### Placement view

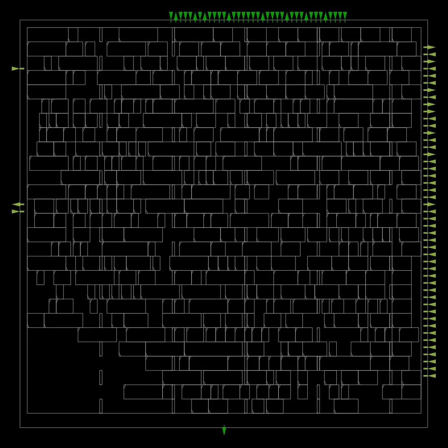
### Placed cells, one colour a class

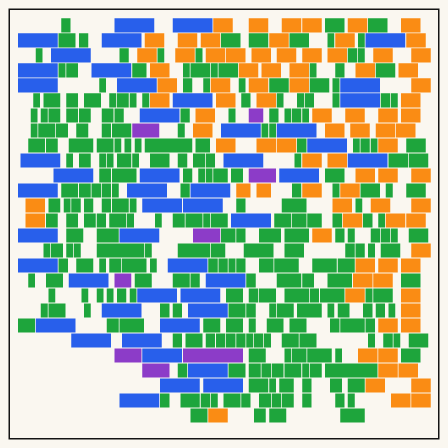
### Met3 routing

Scale bar: 20 um.
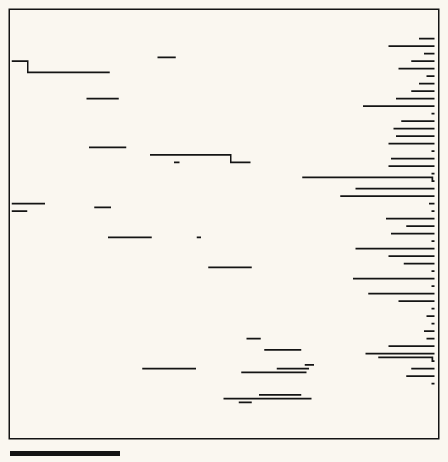
### Where the registers sit

Scale bar: 20 um. Other sequential cells in the stronger grey, the rest of the logic in the fainter grey.
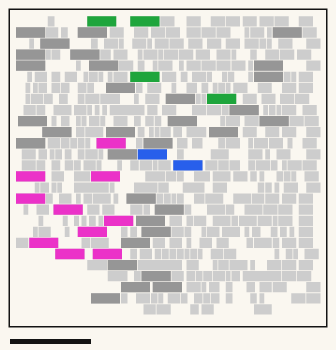
### Cell density map

The die is cut into 8 by 8 equal tiles; white is low, dark blue is high, 0 to 100% covered.
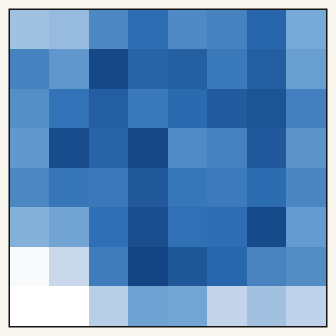
[config.mk]
export PLATFORM = sky130hd
export DESIGN_NAME = tlight_seq
export DESIGN_NICKNAME = d
export VERILOG_FILES = /design/src/rtl/tlight_pkg.sv /design/src/rtl/tlight_phase_ctl.sv /design/src/rtl/vga_sync.sv /design/src/rtl/tlight_seq.sv
export SDC_FILE = /design/constraint.sdc
export NUM_CORES = 1
export LEC_CHECK = 0
export CORE_UTILIZATION = 51
export DETAILED_ROUTE_END_ITERATION = 12
export PLACE_DENSITY = 0.86
export SYNTH_ARGS = -nofsm -noshare
export SYNTH_HDL_FRONTEND = slang
export SYNTH_SLANG_ARGS = --single-unit
[constraint.sdc]
create_clock -name clk -period 6.45 [get_ports clk]
set_clock_uncertainty 0.05 [all_clocks]
set_input_delay 0.9675 -clock clk [delete_from_list [all_inputs] [get_ports clk]]
set_output_delay 0.9675 -clock clk [all_outputs]
set_load 0.05 [all_outputs]
[src/rtl/tlight_pkg.sv]
// tlight_pkg: shared defaults, types and helpers for the traffic-light sequencer
package tlight_pkg;
    localparam int DEF_PIXEL_BITS = 12;
    localparam int DEF_NUM_PHASES = 3;
    localparam int COLOR_BITS = DEF_PIXEL_BITS / 3;
    localparam int PHASE_BITS = $clog2(DEF_NUM_PHASES);
    localparam int VGA_MODE_H_VISIBLE = 640;
    localparam int VGA_MODE_H_FRONT_PORCH = 16;
    localparam int VGA_MODE_H_SYNC_PULSE = 96;
    localparam int VGA_MODE_H_BACK_PORCH = 48;
    localparam int VGA_MODE_H_WHOLE_LINE = 800;
    localparam int VGA_MODE_V_VISIBLE = 480;
    localparam int VGA_MODE_V_FRONT_PORCH = 10;
    localparam int VGA_MODE_V_SYNC_PULSE = 2;
    localparam int VGA_MODE_V_BACK_PORCH = 33;
    localparam int VGA_MODE_V_WHOLE_FRAME = 525;

    typedef logic [DEF_PIXEL_BITS-1:0] pixel_t;

    function automatic int phase_next(int phase, int num_phases);
        return (phase == num_phases - 1) ? 0 : phase + 1;
    endfunction
endpackage

[src/rtl/tlight_phase_ctl.sv]
// tlight_phase_ctl: frame-counted phase sequencing with early exit and pause
module tlight_phase_ctl import tlight_pkg::*; #(
    parameter int NUM_PHASES = DEF_NUM_PHASES,
    parameter int FRAME_CNT_BITS = 10,
    parameter int REQ_PHASE = 2,
    parameter int MIN_FRAMES = 4,
    localparam int PB = $clog2(NUM_PHASES)
) (
    input  logic                      clk,
    input  logic                      reset,
    input  logic                      frame_tick,
    input  logic                      pause,
    input  logic                      req,
    input  logic [FRAME_CNT_BITS-1:0] dur,
    output logic [PB-1:0]             phase,
    output logic                      phase_start,
    output logic                      req_pending
);
    logic [FRAME_CNT_BITS-1:0] frame_cnt, frame_cnt_nx;
    logic [FRAME_CNT_BITS:0]   cnt_inc, dur_eff;
    logic [PB-1:0]             phase_nx;
    logic                      phase_end, pending_nx, advance;

    // end-of-phase decision; one extra bit keeps frame_cnt+1 from wrapping
    always_comb begin
        advance = frame_tick && !pause;
        dur_eff = (dur == '0) ? (FRAME_CNT_BITS+1)'(1) : {1'b0, dur};
        cnt_inc = {1'b0, frame_cnt} + 1'b1;
        phase_end = advance && (cnt_inc >= dur_eff ||
                    (int'(phase) == REQ_PHASE && req_pending && int'(cnt_inc) >= MIN_FRAMES));
        phase_nx = phase_end ? PB'(phase_next(int'(phase), NUM_PHASES)) : phase;
        frame_cnt_nx = phase_end ? '0 : (advance && !(&frame_cnt)) ? frame_cnt + 1'b1 : frame_cnt;
        pending_nx = req || (req_pending && !(phase_end && int'(phase) == REQ_PHASE));
    end

    // phase state register; a new request wins over the clear on leaving REQ_PHASE
    always_ff @(posedge clk) begin
        if (reset) begin
            phase <= '0;
            frame_cnt <= '0;
            phase_start <= 1'b0;
            req_pending <= 1'b0;
        end else begin
            phase <= phase_nx;
            frame_cnt <= frame_cnt_nx;
            phase_start <= phase_end;
            req_pending <= pending_nx;
        end
    end
endmodule

[src/rtl/vga_sync.sv]
// vga_sync: pixel/line counters with active-low sync and visible-area flag
module vga_sync import tlight_pkg::*; #(
    parameter int H_VISIBLE = VGA_MODE_H_VISIBLE,
    parameter int H_FRONT_PORCH = VGA_MODE_H_FRONT_PORCH,
    parameter int H_SYNC_PULSE = VGA_MODE_H_SYNC_PULSE,
    parameter int H_BACK_PORCH = VGA_MODE_H_BACK_PORCH,
    parameter int H_WHOLE_LINE = VGA_MODE_H_WHOLE_LINE,
    parameter int V_VISIBLE = VGA_MODE_V_VISIBLE,
    parameter int V_FRONT_PORCH = VGA_MODE_V_FRONT_PORCH,
    parameter int V_SYNC_PULSE = VGA_MODE_V_SYNC_PULSE,
    parameter int V_BACK_PORCH = VGA_MODE_V_BACK_PORCH,
    parameter int V_WHOLE_FRAME = VGA_MODE_V_WHOLE_FRAME,
    localparam int XW = $clog2(H_WHOLE_LINE),
    localparam int YW = $clog2(V_WHOLE_FRAME)
) (
    input  logic          clk,
    input  logic          reset,
    input  logic          inc,
    output logic [XW-1:0] x,
    output logic [YW-1:0] y,
    output logic          hsync,
    output logic          vsync,
    output logic          visible
);
    localparam int H_LAST = H_VISIBLE + H_FRONT_PORCH + H_SYNC_PULSE + H_BACK_PORCH - 1;
    localparam int V_LAST = V_VISIBLE + V_FRONT_PORCH + V_SYNC_PULSE + V_BACK_PORCH - 1;

    // raster position: x wraps each line, y advances on x wrap
    always_ff @(posedge clk) begin
        if (reset) begin
            x <= '0;
            y <= '0;
        end else if (inc) begin
            x <= (int'(x) == H_LAST) ? '0 : x + 1'b1;
            if (int'(x) == H_LAST)
                y <= (int'(y) == V_LAST) ? '0 : y + 1'b1;
        end
    end

    // sync pulses sit after the front porch; visible is the top-left active area
    always_comb begin
        hsync = !(int'(x) >= H_VISIBLE + H_FRONT_PORCH && int'(x) < H_VISIBLE + H_FRONT_PORCH + H_SYNC_PULSE);
        vsync = !(int'(y) >= V_VISIBLE + V_FRONT_PORCH && int'(y) < V_VISIBLE + V_FRONT_PORCH + V_SYNC_PULSE);
        visible = int'(x) < H_VISIBLE && int'(y) < V_VISIBLE;
    end
endmodule

[src/rtl/tlight_seq.sv]
// tlight_seq: multi-phase full-screen VGA traffic-light sequencer
module tlight_seq import tlight_pkg::*; #(
    parameter int PIXEL_BITS = DEF_PIXEL_BITS,
    parameter int NUM_PHASES = DEF_NUM_PHASES,
    parameter int FRAME_CNT_BITS = 10,
    parameter int REQ_PHASE = 2,
    parameter int MIN_FRAMES = 4,
    parameter int H_VISIBLE = VGA_MODE_H_VISIBLE,
    parameter int H_FRONT_PORCH = VGA_MODE_H_FRONT_PORCH,
    parameter int H_SYNC_PULSE = VGA_MODE_H_SYNC_PULSE,
    parameter int H_BACK_PORCH = VGA_MODE_H_BACK_PORCH,
    parameter int H_WHOLE_LINE = VGA_MODE_H_WHOLE_LINE,
    parameter int V_VISIBLE = VGA_MODE_V_VISIBLE,
    parameter int V_FRONT_PORCH = VGA_MODE_V_FRONT_PORCH,
    parameter int V_SYNC_PULSE = VGA_MODE_V_SYNC_PULSE,
    parameter int V_BACK_PORCH = VGA_MODE_V_BACK_PORCH,
    parameter int V_WHOLE_FRAME = VGA_MODE_V_WHOLE_FRAME,
    localparam int CB = PIXEL_BITS / 3,
    localparam int PB = $clog2(NUM_PHASES)
) (
    input  logic                                 clk,
    input  logic                                 reset,
    input  logic [NUM_PHASES*PIXEL_BITS-1:0]     phase_color,
    input  logic [NUM_PHASES*FRAME_CNT_BITS-1:0] phase_frames,
    input  logic                                 req,
    input  logic                                 pause,
    output logic [CB-1:0]                        vga_red,
    output logic [CB-1:0]                        vga_grn,
    output logic [CB-1:0]                        vga_blu,
    output logic                                 vga_hsync,
    output logic                                 vga_vsync,
    output logic [PB-1:0]                        phase,
    output logic                                 phase_start,
    output logic                                 req_pending
);
    localparam int XW = $clog2(H_WHOLE_LINE);
    localparam int YW = $clog2(V_WHOLE_FRAME);

    logic [XW-1:0]             x;
    logic [YW-1:0]             y;
    logic                      hsync, vsync, visible, frame_tick;
    logic [FRAME_CNT_BITS-1:0] dur;
    logic [PIXEL_BITS-1:0]     pix;

    vga_sync #(
        .H_VISIBLE(H_VISIBLE), .H_FRONT_PORCH(H_FRONT_PORCH), .H_SYNC_PULSE(H_SYNC_PULSE),
        .H_BACK_PORCH(H_BACK_PORCH), .H_WHOLE_LINE(H_WHOLE_LINE),
        .V_VISIBLE(V_VISIBLE), .V_FRONT_PORCH(V_FRONT_PORCH), .V_SYNC_PULSE(V_SYNC_PULSE),
        .V_BACK_PORCH(V_BACK_PORCH), .V_WHOLE_FRAME(V_WHOLE_FRAME)
    ) u_sync (
        .clk(clk), .reset(reset), .inc(1'b1), .x(x), .y(y),
        .hsync(hsync), .vsync(vsync), .visible(visible)
    );

    tlight_phase_ctl #(
        .NUM_PHASES(NUM_PHASES), .FRAME_CNT_BITS(FRAME_CNT_BITS),
        .REQ_PHASE(REQ_PHASE), .MIN_FRAMES(MIN_FRAMES)
    ) u_ctl (
        .clk(clk), .reset(reset), .frame_tick(frame_tick), .pause(pause), .req(req),
        .dur(dur), .phase(phase), .phase_start(phase_start), .req_pending(req_pending)
    );

    // frame start marker plus live per-phase duration and colour selection
    always_comb begin
        frame_tick = x == '0 && y == '0;
        dur = phase_frames[int'(phase)*FRAME_CNT_BITS +: FRAME_CNT_BITS];
        pix = phase_color[int'(phase)*PIXEL_BITS +: PIXEL_BITS];
    end

    // output stage: colour blanked outside the visible area, sync delayed to match
    always_ff @(posedge clk) begin
        if (reset) begin
            vga_red <= '0;
            vga_grn <= '0;
            vga_blu <= '0;
            vga_hsync <= 1'b1;
            vga_vsync <= 1'b1;
        end else begin
            vga_red <= visible ? pix[PIXEL_BITS-1 -: CB] : '0;
            vga_grn <= visible ? pix[2*CB-1 -: CB] : '0;
            vga_blu <= visible ? pix[CB-1:0] : '0;
            vga_hsync <= hsync;
            vga_vsync <= vsync;
        end
    end
endmodule

==> impl_metrics.ini <==
; flow metrics
[clock_network]
cts_resized = 0
cts_buffers = 5
cts_hold_buf = 0
cts_tree = built

[synth]
ys.flops = 48
synthArstFlopShare_pct = 0
ys_sh_simple_pct = 27.8
adder_share_pct = 6.87
ys_sh_aoi_pct = 11.6
mux_area_share_pct = 8.24
synth_cells = 351
syn-num-nets = 437
largest_area_cell = dfxtp_1
synth_stat.cells = 351
yosys.area_share.xor_xnor_pct = 9.01
synth_cell_types = 47
most_common_cell = nor2_1
avgSynthCellArea_sq_um = 8.31

[global_route]
busiest_layer = met2
grt_max_degree = 29
grt_pass1_vias = 2556
grt_pass1_wl_um = 12000

[routing]
vias = 2803
ant_nets = 0
via_per_inst = 5.58
first_pass_iters = 4
drc = 0
drt_iter0_drc = 132
highest_layer = met4

[cells_and_area]
area_growth_pct = 34.8
antennaDiodeCount = 0
final-comb-area_sq_um = 1850

[final_timing]
fin_setup_tns_ns = 0
setup_viol = 0
fmax_ghz = 0.230
fin_crit_sh_pct = 67.3
slew_headroom_pct = 38.1
grt_setup_unrepaired = no

[worst_setup_path]
cp_max_fo = 28
start_kind = flop
crit_path_max_incr_delay_ns = 0.93
crit_family = AND-OR/OR-AND gates

[hold_path]
hold_path_class = reg -> reg

[run_status]
status = finished clean

[floorplanning]
die_width_um = 77.6

[placement]
pre_cts_ws_ns = 2.15
hpwlAfterDp_um = 5630

[power]
power.leakage_nw = 1.55
vdd_ir_drop_max_uv = 143
-- 'Placement view' (at the start) --
Core Util, Final: 71.3%
Seq cells: 48

-- 'Placed cells, one colour a class' (at the start) --
clock drivers and dummy loads -> purple  # cells 8, share of their area 3.0%
flip-flops -> blue  # cells 48, share of their area 25%
other buffers and delay cells -> orange  # cells 89, share of their area 23%
all other logic -> green  # cells 285, share of their area 49%

-- 'Met3 routing' (at the start) --
wire length on this layer = 417 um
share of all routed wire = 5.7%

-- 'Where the registers sit' (at the start) --
`u_sync.x` -> magenta  # flops 10
`u_ctl.phase` -> blue  # flops 2
`vga_grn` -> green  # flops 4, where top centre
not coloured = 32
Seq. cell area: 961 sq um
Seq group: 309 uW
Seq area share: 24.5%

-- 'Cell density map' (at the start) --
mean over tiles = 64%
emptiest ninth of the die = lower left
tiles over 75% full = 34%
nearly empty tiles = 3.1%
fullest tile = 92%
core area: 5510 sq um
FP Core Util: 52.9%

stage by stage:
step / power [mW] / std cells
after floorplan: 0.368 / 351
after global placement: 0.425 / 494
after detailed placement: 0.428 / 494
after CTS: 0.648 / 502
after global routing: 0.669 / 502
final: 0.643 / 502
cells in the final DEF (no fill, tap or decap), types with 6 or more instances in the layout:
cell             Yosys  layout
nand2_1             19      19
nand3_1             15      15
inv_1                6       6
xor2_1              20      20
dfxtp_1             48      48
clkdlybuf4s50_1      0      87
and3_1              12      12
nor3_1              17      17
mux2i_1             24      24
a21oi_1             27      27
xnor2_1             10      10
o21ai_0              9       9
nor2_1              60      60
ha_1                16      16
nand4_1             11      11
sequential cells by signal, summed over array words and instances (netlist names):
name / flops
vga_hsync: 1
vga_blu: 4
u_ctl.frame_cnt: 10
u_sync.x: 10
u_ctl.req_pending: 1
u_ctl.phase: 2
vga_vsync: 1
vga_red: 4
u_sync.y: 10
vga_grn: 4
u_ctl.phase_start: 1
power breakdown:
group | switching (mW) | internal (mW) | leakage (nW)
Sequential | 0.00560 | 0.303 | 0.391
Combinational | 0.0503 | 0.0614 | 1.10
Clock | 0.106 | 0.117 | 0.0548
area by class of cell:
cell class	count	area share, %
Tap cell	72	2.29
Sequential cell	48	24.5
Inverter	7	0.669
Multi-Input combinational cell	278	47.1
Timing Repair Buffer	89	22.5
Clock buffer	5	1.75
Clock inverter	3	1.18
worst paths after layout:
| path | startpoint | slack (ns) | to | cells past startpoint |
|---|---|---|---|---|
| setup reg to reg | u_ctl.phase[0] | 2.11 | u_ctl.frame_cnt[2] | 13 |
| hold / removal | u_sync.y[8] | 0.41 | vga_vsync | 1 |
| setup / recovery | u_ctl.phase[0] | 2.11 | u_ctl.frame_cnt[2] | 13 |
| hold reg to reg | u_sync.y[8] | 0.41 | vga_vsync | 1 |
No activity file was given, so power comes from the tool's default toggle rates.
